[src/rtl/cdb_arbiter.sv]
// cdb_arbiter: collects results from four functional units (ALU, MULT, MEM, BR)
// into one-entry hold buffers and broadcasts one per cycle on the common data bus.
// Latency: a result accepted in cycle N reaches the CDB in cycle N+2 if it wins at once.
// Backpressure: fu_ready[i] drops while hold[i] is occupied and not being granted.
// Ports:
//   clk, rst (sync, active-high), flush (discard held/in-flight results)
//   fu_valid/fu_ready handshake per FU, with fu_rd_s / fu_rd_v / fu_rob_idx payload
//   CDB_valid, CDB_regf_we, CDB_rd_s, CDB_rd_v, CDB_rob_idx broadcast outputs
module cdb_arbiter #(
  parameter int PHYS_REG_IDX = 5,
  parameter int ROB_IDX_W    = 4
) (
  input  logic                    clk,
  input  logic                    rst,
  input  logic                    flush,
  input  logic [3:0]              fu_valid,
  output logic [3:0]              fu_ready,
  input  logic [PHYS_REG_IDX:0]   fu_rd_s    [4],
  input  logic [31:0]             fu_rd_v    [4],
  input  logic [ROB_IDX_W-1:0]    fu_rob_idx [4],
  output logic                    CDB_valid,
  output logic                    CDB_regf_we,
  output logic [PHYS_REG_IDX:0]   CDB_rd_s,
  output logic [31:0]             CDB_rd_v,
  output logic [ROB_IDX_W-1:0]    CDB_rob_idx
);

  logic [3:0]            hold_valid;
  logic [PHYS_REG_IDX:0] hold_rd_s    [4];
  logic [31:0]           hold_rd_v    [4];
  logic [ROB_IDX_W-1:0]  hold_rob_idx [4];
  logic [1:0]            rr_ptr;

  logic [3:0] grant;
  logic [1:0] win;
  logic [1:0] idx;
  logic       any_grant;

  // Round-robin search starting at rr_ptr; the 2-bit index wraps modulo 4.
  always_comb begin
    any_grant = 1'b0;
    win       = rr_ptr;
    idx       = rr_ptr;
    for (int k = 0; k < 4; k++) begin
      idx = rr_ptr + 2'(k);
      if (!any_grant && hold_valid[idx] && !flush) begin
        any_grant = 1'b1;
        win       = idx;
      end
    end
    grant = any_grant ? (4'b0001 << win) : 4'b0000;
  end

  // A slot being granted this cycle frees up in time to take a new result,
  // which is what lets a single FU stream back-to-back without bubbles.
  always_comb begin
    fu_ready = 4'b0000;
    for (int i = 0; i < 4; i++) begin
      fu_ready[i] = !flush && (!hold_valid[i] || grant[i]);
    end
  end

  assign CDB_regf_we = CDB_valid && (CDB_rd_s != '0);

  always_ff @(posedge clk) begin
    if (rst) begin
      hold_valid  <= 4'b0000;
      rr_ptr      <= 2'd0;
      CDB_valid   <= 1'b0;
      CDB_rd_s    <= '0;
      CDB_rd_v    <= '0;
      CDB_rob_idx <= '0;
      for (int i = 0; i < 4; i++) begin
        hold_rd_s[i]    <= '0;
        hold_rd_v[i]    <= '0;
        hold_rob_idx[i] <= '0;
      end
    end else if (flush) begin
      // CDB payload is left as-is; only the valid bits are dropped.
      hold_valid <= 4'b0000;
      CDB_valid  <= 1'b0;
    end else begin
      for (int i = 0; i < 4; i++) begin
        if (fu_valid[i] && fu_ready[i]) begin
          hold_valid[i]   <= 1'b1;
          hold_rd_s[i]    <= fu_rd_s[i];
          hold_rd_v[i]    <= fu_rd_v[i];
          hold_rob_idx[i] <= fu_rob_idx[i];
        end else if (grant[i]) begin
          hold_valid[i] <= 1'b0;
        end
      end
      CDB_valid <= any_grant;
      if (any_grant) begin
        CDB_rd_s    <= hold_rd_s[win];
        CDB_rd_v    <= hold_rd_v[win];
        CDB_rob_idx <= hold_rob_idx[win];
        rr_ptr      <= win + 2'd1;
      end
    end
  end

endmodule
[config.mk]
export PLATFORM = sky130hd
export DESIGN_NAME = cdb_arbiter
export DESIGN_NICKNAME = d
export VERILOG_FILES = /design/src/rtl/cdb_arbiter.sv
export SDC_FILE = /design/constraint.sdc
export NUM_CORES = 1
export LEC_CHECK = 0
export CORE_MARGIN = 5
export CORE_UTILIZATION = 54
export CTS_CLUSTER_DIAMETER = 200
export DETAILED_ROUTE_END_ITERATION = 10
export HOLD_SLACK_MARGIN = 0.1
export PLACE_DENSITY = 0.85
export SLEW_MARGIN = 30
export SYNTH_ARGS = -nofsm -noshare
export SYNTH_HDL_FRONTEND = slang
export SYNTH_SLANG_ARGS = --single-unit
[constraint.sdc]
create_clock -name clk -period 8.4 [get_ports clk]
set_clock_uncertainty 0.05 [all_clocks]
set_input_delay 0.84 -clock clk [delete_from_list [all_inputs] [get_ports clk]]
set_output_delay 0.84 -clock clk [all_outputs]
set_load 0.005 [all_outputs]
==> impl_metrics.xml <==
<?xml version="1.0" encoding="UTF-8"?>
<metrics>
  <group name="status">
    <metric name="outcome" unit="">finished clean</metric>
  </group>
  <group name="pwr">
    <metric name="power_frac_seq" unit="">0.436</metric>
    <metric name="power_density" unit="nW/um2">235.6</metric>
    <metric name="cell_internal_pwr" unit="mW">2.202</metric>
    <metric name="ir_worst_vdd" unit="mV">0.1791</metric>
    <metric name="p_comb_frac" unit="">0.222</metric>
    <metric name="power_frac_clock" unit="">0.343</metric>
    <metric name="power_switching" unit="mW">0.7717</metric>
  </group>
  <group name="global_routing">
    <metric name="grt_pass1_vias" unit="">6813</metric>
    <metric name="global_route.usage.total" unit="">0.2379</metric>
    <metric name="grt_max_degree" unit="">54</metric>
    <metric name="grt_remaining_overflow" unit="">0</metric>
    <metric name="first_pass_grt_wire_length" unit="mm">37.66</metric>
    <metric name="antenna_violations_before_repair" unit="">0</metric>
  </group>
  <group name="final_timing">
    <metric name="hold_viol_final" unit="">0</metric>
    <metric name="tightestPinTransition" unit="ns">0.8957</metric>
    <metric name="setup_violations" unit="">0</metric>
    <metric name="final_layout_worst_hold_slack" unit="ns">0.4487</metric>
    <metric name="max_fclk" unit="MHz">187.1</metric>
    <metric name="finalWorstSetupSlack" unit="ns">3.056</metric>
    <metric name="timing.slew.headroom" unit="">0.4016</metric>
    <metric name="finalCritPeriodShare" unit="">0.6362</metric>
  </group>
  <group name="final_layout">
    <metric name="top_regs" unit="">hold_rd_v: 128 flops, CDB_rd_v: 32 flops, hold_rd_s: 24 flops</metric>
    <metric name="utilization" unit="">0.7297</metric>
    <metric name="antenna_cells_inserted" unit="">0</metric>
    <metric name="finalInstanceArea" unit="um2">12620</metric>
    <metric name="flip_flop_count_of_the_largest_register_after_layout" unit="">128</metric>
    <metric name="fraction_of_layout_instances_using_a_drive_strength_above_1" unit="">0.07277</metric>
    <metric name="lay_top_count" unit="">clkdlybuf4s50_1</metric>
    <metric name="synthToLayoutAreaGrowth" unit="%">32.75</metric>
  </group>
  <group name="critical_path">
    <metric name="end_kind" unit="">primary output</metric>
    <metric name="worst_path_max_delay_cell" unit="">buf_4</metric>
    <metric name="critical_path_peak_fanout" unit="">44</metric>
    <metric name="endpoint" unit="">fu_ready[2]</metric>
    <metric name="critical_path.startpoint" unit="">flush</metric>
    <metric name="reg2reg_from" unit="">rr_ptr[0]$_SDFFE_PP0P_</metric>
    <metric name="crit_path_start_kind" unit="">input port</metric>
    <metric name="worstPathRequired" unit="ns">7.51</metric>
    <metric name="timing.critical_path.slowest_cell_delay" unit="ns">0.62</metric>
    <metric name="cell_by_cell_trace_of_the_critical_path" unit="">clkdlybuf4s50_1, nor2b_1, a22oi_1, nor4_4, xnor2_4, buf_4, o21ai_1, a21oi_4, clkdlybuf4s50_1</metric>
    <metric name="crit-reg2reg-capture" unit="">hold_rd_v[2][12]$_SDFFCE_PN0P_</metric>
    <metric name="crit_family" unit="">buffers and inverters</metric>
  </group>
  <group name="placement">
    <metric name="dpl.hpwl" unit="mm">15.48</metric>
    <metric name="port_buffers" unit="">222</metric>
    <metric name="placed_area" unit="um2">11850</metric>
    <metric name="globalplace.congestion" unit="">0.8410</metric>
    <metric name="detailedPlace.worstSlack" unit="ns">3.047</metric>
  </group>
  <group name="detailed_routing">
    <metric name="vias" unit="">6528</metric>
    <metric name="drt-initial-drc-count" unit="">481</metric>
    <metric name="ant_nets" unit="">0</metric>
    <metric name="wirelength" unit="mm">24.76</metric>
    <metric name="wire_per_inst" unit="um">21.87</metric>
    <metric name="avgViaCountPerCell" unit="">5.767</metric>
    <metric name="drc_errors" unit="">0</metric>
  </group>
  <group name="clock_network">
    <metric name="cts_root_buf" unit="">clkbuf_16</metric>
    <metric name="hold_buffers" unit="">0</metric>
    <metric name="clkTransAtPathRegs" unit="ns">0.06</metric>
    <metric name="htree_num_levels" unit="">1</metric>
    <metric name="postCtsSetupBuffers" unit="">0</metric>
    <metric name="clockBufferDepth" unit="">3</metric>
    <metric name="postCtsResizedCells" unit="">0</metric>
    <metric name="tritoncts" unit="">built</metric>
  </group>
  <group name="synth">
    <metric name="netlist-cell-type-count" unit="">45</metric>
    <metric name="synth-cells-yosys" unit="">691</metric>
    <metric name="synth.top_cells.by_count" unit="">168 x edfxtp_1, 128 x and2_1, 87 x mux2i_1, 49 x dfxtp_1</metric>
    <metric name="yosys.cell_count.top_type" unit="">edfxtp_1</metric>
    <metric name="async_flop_share" unit="">0</metric>
    <metric name="flop_cell" unit="">edfxtp_1</metric>
    <metric name="enable_flop_cells" unit="">168</metric>
    <metric name="yosys_area" unit="um2">9508</metric>
    <metric name="synthCells" unit="">691</metric>
    <metric name="fp_nets" unit="">866</metric>
    <metric name="top_area_frac" unit="">0.5306</metric>
    <metric name="yosysTopAreaCell" unit="">edfxtp_1</metric>
    <metric name="post_synth.cell_area_avg" unit="um2">13.76</metric>
    <metric name="synth.area.top_cells" unit="">edfxtp_1 53%, dfxtp_1 10%, mux2i_1 9.2%</metric>
    <metric name="cell_area_after_technology_mapping" unit="um2">9508</metric>
    <metric name="seq_area_frac_synth" unit="">0.6338</metric>
  </group>
  <group name="job">
    <metric name="warnings" unit="">26</metric>
    <metric name="timing.max_cap.violations" unit="">0</metric>
  </group>
  <group name="floorplan">
    <metric name="initial_utilization" unit="">0.5497</metric>
    <metric name="die.size.x" unit="um">142.7</metric>
    <metric name="floorplan.die.height" unit="um">142.7</metric>
    <metric name="num_rows" unit="">48</metric>
    <metric name="ios" unit="">223</metric>
    <metric name="chip_area" unit="um2">20360</metric>
  </group>
  <group name="hold_path">
    <metric name="worst_hold_path_type" unit="">flip-flop to flip-flop</metric>
    <metric name="min_delay_worst_endpoint" unit="">CDB_rd_v[2]$_SDFFE_PP0P_</metric>
    <metric name="timing.hold.worst.start" unit="">CDB_rd_v[2]$_SDFFE_PP0P_</metric>
  </group>
</metrics>
## worst register-to-register path: stages, from the launching register on
cell and delay [ns]:
dfxtp_1 0.66, mux2i_1 0.24, a22oi_1 0.16, nor4_4 0.43
xnor2_4 0.16, buf_4 0.62, o21ai_1 0.24, a21oi_4 0.51
buf_16 0.23, a21o_4 0.52
## logic make-up after synthesis
group                  after synthesis  share of synthesized area
multiplexers                        87                    0.09159
buffers and inverters               59                    0.03514
XOR/XNOR                             3                   0.003554
flip-flops                         217                     0.6338
AND-OR/OR-AND                       75                    0.06817
AND/OR/NAND/NOR                    250                     0.1678
## per-layer routing
metal  vias up  wire length, um  part of all wire  track usage
li1       2984                -                 -            -
met1      3220             9868              0.40       0.3126
met2       282            12830              0.52       0.4184
met3        42             1514             0.061      0.03115
met4         0              546             0.022      0.06403
met5         -                0                 0            0
## per-stage QoR
| stage | power (mW) | std cells |
|---|---|---|
| 6_report | 2.974 | 1132 |
| 5_1_grt | 3.080 | 1132 |
| 4_1_cts | 2.982 | 1132 |
| 3_5_place_dp | 1.977 | 1092 |
| 3_3_place_gp | 1.956 | 1090 |
| 2_1_floorplan | 1.737 | 691 |
## power by group through the flow
stage	registers (mW)	clock network, mW	logic (mW)
after floorplan	1.30	0	0.437
after global routing	1.30	1.07	0.702
after detailed placement	1.32	0	0.659
after global placement	1.31	0	0.641
after CTS	1.30	1.03	0.660
final	1.30	1.02	0.659
## area by class of cell
cell class                 count  area (um2)
clock inverter                14       170.2
inverter                       5       18.77
tap                          225       281.5
multi-input combinational    415        3219
clock buffer                  26       586.8
sequential                   217        6026
timing repair buffer         230        2320
fill                        1139        4674
**Clock routing**

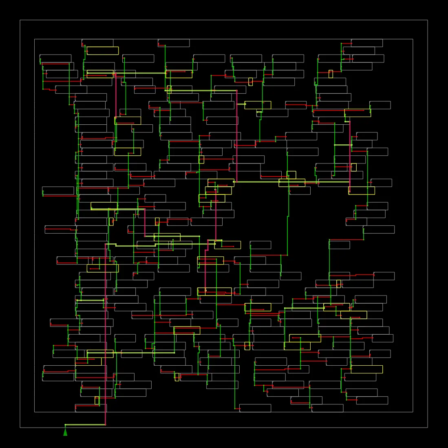
Seq cells: 217
clock network power: 1.02 mW
Clock Sink Count: 217
total CTS buffers: 22
clock insertion delay at the later pin of the skew report: 0.49 ns

**Placement by cell class**

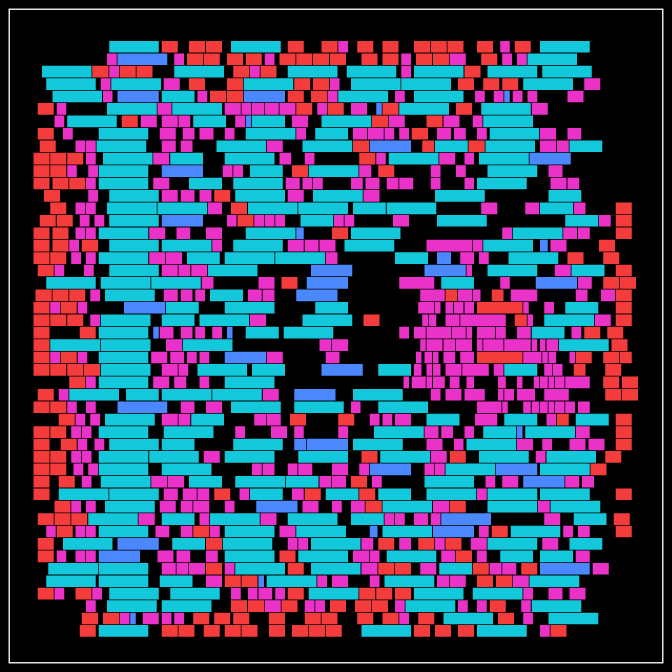
- remaining buffers and delay cells: red (cells 230)
- remaining logic cells: magenta (cells 420)
- clock drivers and dummy loads: blue (cells 40)
- registers: cyan (cells 217)

**Clock network drawn from the DEF**

Bar = 50 um.
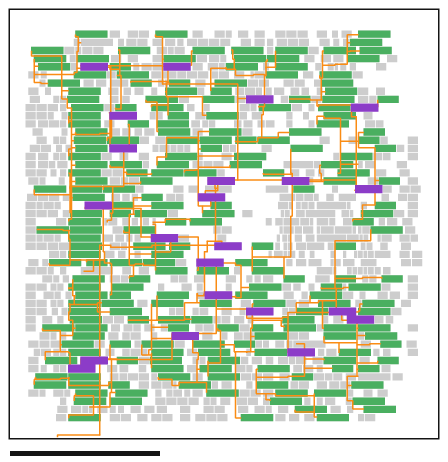
- flip-flops: green (count 217)
- clock wires: orange (length 2350 um)
- clock-net drivers: purple (count 22)
- flops lie: all over the die
- routed clock nets: 23

Power is estimated from default activity; no workload was simulated.
